$ cat config.mk
export PLATFORM = sky130hd
export DESIGN_NAME = reciprocal_pwl_pipe
export DESIGN_NICKNAME = d
export VERILOG_FILES = /design/src/rtl/reciprocal_pwl_pipe.sv
export SDC_FILE = /design/constraint.sdc
export NUM_CORES = 1
export LEC_CHECK = 0
export CORE_MARGIN = 4
export CORE_UTILIZATION = 25
export DETAILED_ROUTE_END_ITERATION = 7
export SLEW_MARGIN = 20
export SYNTH_ARGS = -nofsm -noshare
export SYNTH_HDL_FRONTEND = slang
export SYNTH_SLANG_ARGS = --single-unit
$ cat constraint.sdc
create_clock -name clk -period 5.31 [get_ports clk]
set_input_delay 1.062 -clock clk [delete_from_list [all_inputs] [get_ports clk]]
set_output_delay 1.062 -clock clk [all_outputs]
set_load 0.03 [all_outputs]
$ cat src/rtl/reciprocal_pwl_pipe.sv
// Pipelined piecewise-linear reciprocal: y = C_k - (x >> A_k) - (x >> B_k), saturated at zero.
// Three register stages, a single global advance enable, and a runtime-writable coefficient table.
module reciprocal_pwl_pipe #(
  parameter int W        = 8,
  parameter int SEG_BITS = 1,
  parameter int SHW      = $clog2(W)
) (
  input  logic                clk,
  input  logic                rst_n,
  input  logic                in_valid_i,
  output logic                in_ready_o,
  input  logic [W-1:0]        in_data_i,
  output logic                out_valid_o,
  input  logic                out_ready_i,
  output logic [W-1:0]        out_data_o,
  output logic                out_clamp_o,
  input  logic                cfg_we_i,
  input  logic [SEG_BITS-1:0] cfg_seg_i,
  input  logic [1:0]          cfg_sel_i,
  input  logic [W-1:0]        cfg_wdata_i
);

  localparam int NSEG = 1 << SEG_BITS;

  // Default offsets are 8-bit constants rescaled to W bits (left shift for W > 8, right for W < 8).
  localparam logic [W+7:0] C0_EXT = (W+8)'(8'h33) << W;
  localparam logic [W+7:0] C1_EXT = (W+8)'(8'h09) << W;
  localparam logic [W-1:0] C0_DEF = C0_EXT[W+7:8];
  localparam logic [W-1:0] C1_DEF = C1_EXT[W+7:8];

  logic [W-1:0]   cTab_q [NSEG];
  logic [SHW-1:0] aTab_q [NSEG];
  logic [SHW-1:0] bTab_q [NSEG];

  logic                v1_q, v2_q, v3_q;
  logic [W-1:0]        x1_q, c1_q, t1_q, t2_q, c2_q, data_q;
  logic [SHW-1:0]      a1_q, b1_q;
  logic                clamp_q;
  logic                en;
  logic                accept;
  logic [SEG_BITS-1:0] seg;
  logic [W+1:0]        diff_d;
  logic                clamp_d;
  logic [W-1:0]        data_d;

  assign en          = !v3_q || out_ready_i;
  assign in_ready_o  = en;
  assign accept      = in_valid_i && en;
  assign seg         = in_data_i[W-1 -: SEG_BITS];
  assign out_valid_o = v3_q;
  assign out_data_o  = data_q;
  assign out_clamp_o = clamp_q;

  // Non-negative results never set bit W, so zeroing on either top bit equals zeroing on the sign.
  assign diff_d  = {2'b00, c2_q} - {2'b00, t1_q} - {2'b00, t2_q};
  assign clamp_d = diff_d[W+1];
  assign data_d  = (|diff_d[W+1:W]) ? '0 : diff_d[W-1:0];

  always_ff @(posedge clk or negedge rst_n) begin
    if (!rst_n) begin
      for (int k = 0; k < NSEG; k++) begin
        cTab_q[k] <= '0;
        aTab_q[k] <= '0;
        bTab_q[k] <= '0;
      end
      cTab_q[0] <= C0_DEF;
      aTab_q[0] <= SHW'(1);
      bTab_q[0] <= SHW'(3);
      cTab_q[1] <= C1_DEF;
      aTab_q[1] <= SHW'(2);
      bTab_q[1] <= SHW'(4);
    end else if (cfg_we_i) begin
      case (cfg_sel_i)
        2'd0:    cTab_q[cfg_seg_i] <= cfg_wdata_i;
        2'd1:    aTab_q[cfg_seg_i] <= cfg_wdata_i[SHW-1:0];
        2'd2:    bTab_q[cfg_seg_i] <= cfg_wdata_i[SHW-1:0];
        default: ;
      endcase
    end
  end

  // The S1 snapshot reads the table before a same-edge write lands, so that sample sees old values.
  always_ff @(posedge clk or negedge rst_n) begin
    if (!rst_n) begin
      v1_q    <= 1'b0;
      v2_q    <= 1'b0;
      v3_q    <= 1'b0;
      x1_q    <= '0;
      c1_q    <= '0;
      a1_q    <= '0;
      b1_q    <= '0;
      t1_q    <= '0;
      t2_q    <= '0;
      c2_q    <= '0;
      data_q  <= '0;
      clamp_q <= 1'b0;
    end else if (en) begin
      v1_q <= accept;
      x1_q <= in_data_i;
      c1_q <= cTab_q[seg];
      a1_q <= aTab_q[seg];
      b1_q <= bTab_q[seg];
      v2_q <= v1_q;
      t1_q <= x1_q >> a1_q;
      t2_q <= x1_q >> b1_q;
      c2_q <= c1_q;
      v3_q <= v2_q;
      if (v2_q) begin
        data_q  <= data_d;
        clamp_q <= clamp_d;
      end
    end
  end

endmodule

==> out/metrics.csv <==
metric,value,unit
clkCellAreaFrac,5.74,%
n_fill_cell,1817,
largest-register,cTab_q,
bufAreaShareNonClock,6.72,%
global_route.usage.met1,12.7,%
layout-drive-gt1-share,16.2,%
r2r_slack,1.97,ns
worstPathCellList,"clkdlybuf4s50_1, nor2b_4, inv_1, buf_4, clkdlybuf4s50_1",
lay_top_count,nand2_1,
slew_headroom,39.4,%
pg_comb,1.99,mW
min_to,v1_q$_DFFE_PN0N_,
syn_to_final_growth,19.6,%
die-width,142,um
top_cell_area_share,41.9,%
initial_core_util,25.7,%
place_congestion,0.756,
ff2ff_path_depth,12,
maxCapViolCount,0,
cts-root-to-sink-buffers,2,
setup_tns,0,ns
grt_use_met3,2.26,%
drtAntennaViolNets,0,
critPathTopFamily,buffers and inverters,
syn_inst,424,
reg2reg_from,t1_q[0]$_DFFE_PN0N_,
final_cells,682,
logic_area,2170,um^2
synthFlopType,dfrtp_1,
dp.cells,666,
design.die.area,20100,um^2
path_buffers,4,
cp.depth,5,
hpwlAfterDp,6400,um
synth.yosys.warnings,0,
fin_ws,1.49,ns
ys_async_sr_fraction,100,%
die_y,142,um
grt_antenna_before_repair,0,
cts.hold.buffers_added,0,
status,finished clean,
most-common-layout-cells,"nand2_1, dfrtp_1, clkdlybuf4s50_1",
top_layer,met4,
io_buffers,34,
hold_path.class,register to register,
max_freq,262,MHz
largestClassByArea,combinational gates,
critPathLaunchType,primary input,
syn_area,4480,um^2
tritoncts,built,
[Yosys cell counts, types with 3 or more instances]
master / n
o211a_1: 3
ha_1: 16
nand2b_1: 8
nor2b_1: 7
a21oi_1: 10
mux2_2: 29
nand2_1: 86
clkbuf_1: 17
o21ai_0: 28
o31ai_1: 7
o21a_1: 3
dfstp_2: 11
a21o_1: 3
o22ai_1: 5
dfrtp_1: 75
mux2i_1: 26
buf_2: 3
a211oi_1: 3
xnor2_1: 10
o211ai_1: 3
mux4_2: 8
inv_1: 21
nor2_1: 17
[logic make-up after synthesis]
family | after synthesis | synth area share [%]
simple gates | 130 | 12.7
xor+xnor | 10 | 1.95
buf+inv | 41 | 3.52
flops | 86 | 48.3
fa+ha+maj | 18 | 5.36
mux | 63 | 17.1
compound gates | 76 | 11.0
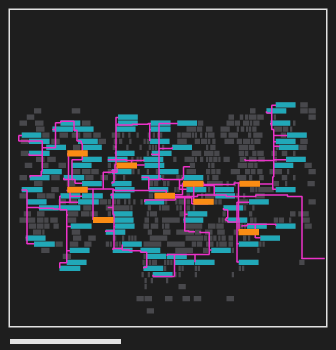
*Routed clock nets over the placement*
Bar = 50 um.
[orange] clock-net drivers | count: 9
[magenta] clock wires | length: 1020 um
[cyan] flip-flops | count: 86
routed clock nets	10
Clk power: 0.638 mW
Clk pwr share: 17.3%
clk_skew: 0.0109 ns
worst skew pair latency: 0.33 ns

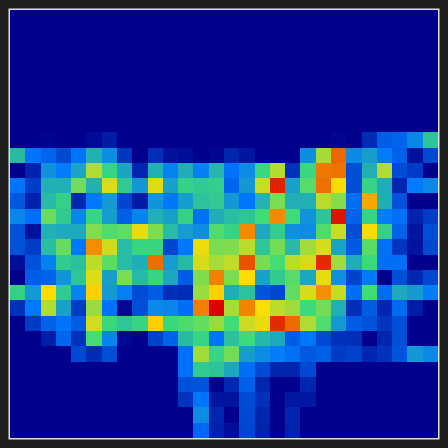
*Wire density map*
The die is cut into 28 by 28 equal tiles; dark blue is low, red is high, scaled to the fullest tile. Values are wire area over tile area, all layers added.
nearly empty tiles	49%
fullest tile	0.36
densest ninth of the die	center
tiles over half the peak	13%
mean over tiles	0.067
Routed WL: 8720 um
detailed-route via count: 3091
all-layer global routing usage: 9.40%
WL/cell: 12.8 um

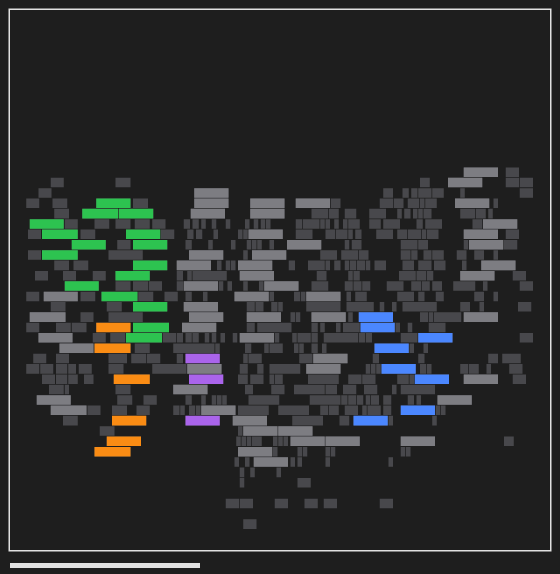
*Sequential cells grouped by signal name*
Bar = 50 um. Other sequential cells in the stronger gray, the rest of the logic in the fainter gray.
color	netlist name	flops
blue	`t2_q`	8
purple	`b1_q`	3
orange	`bTab_q`	6
green	`cTab_q`	16
not colored	53
Seq area share: 40.4%
Seq power: 1.06 mW

Power figures rest on the tool's default switching activity, not on a simulated workload.
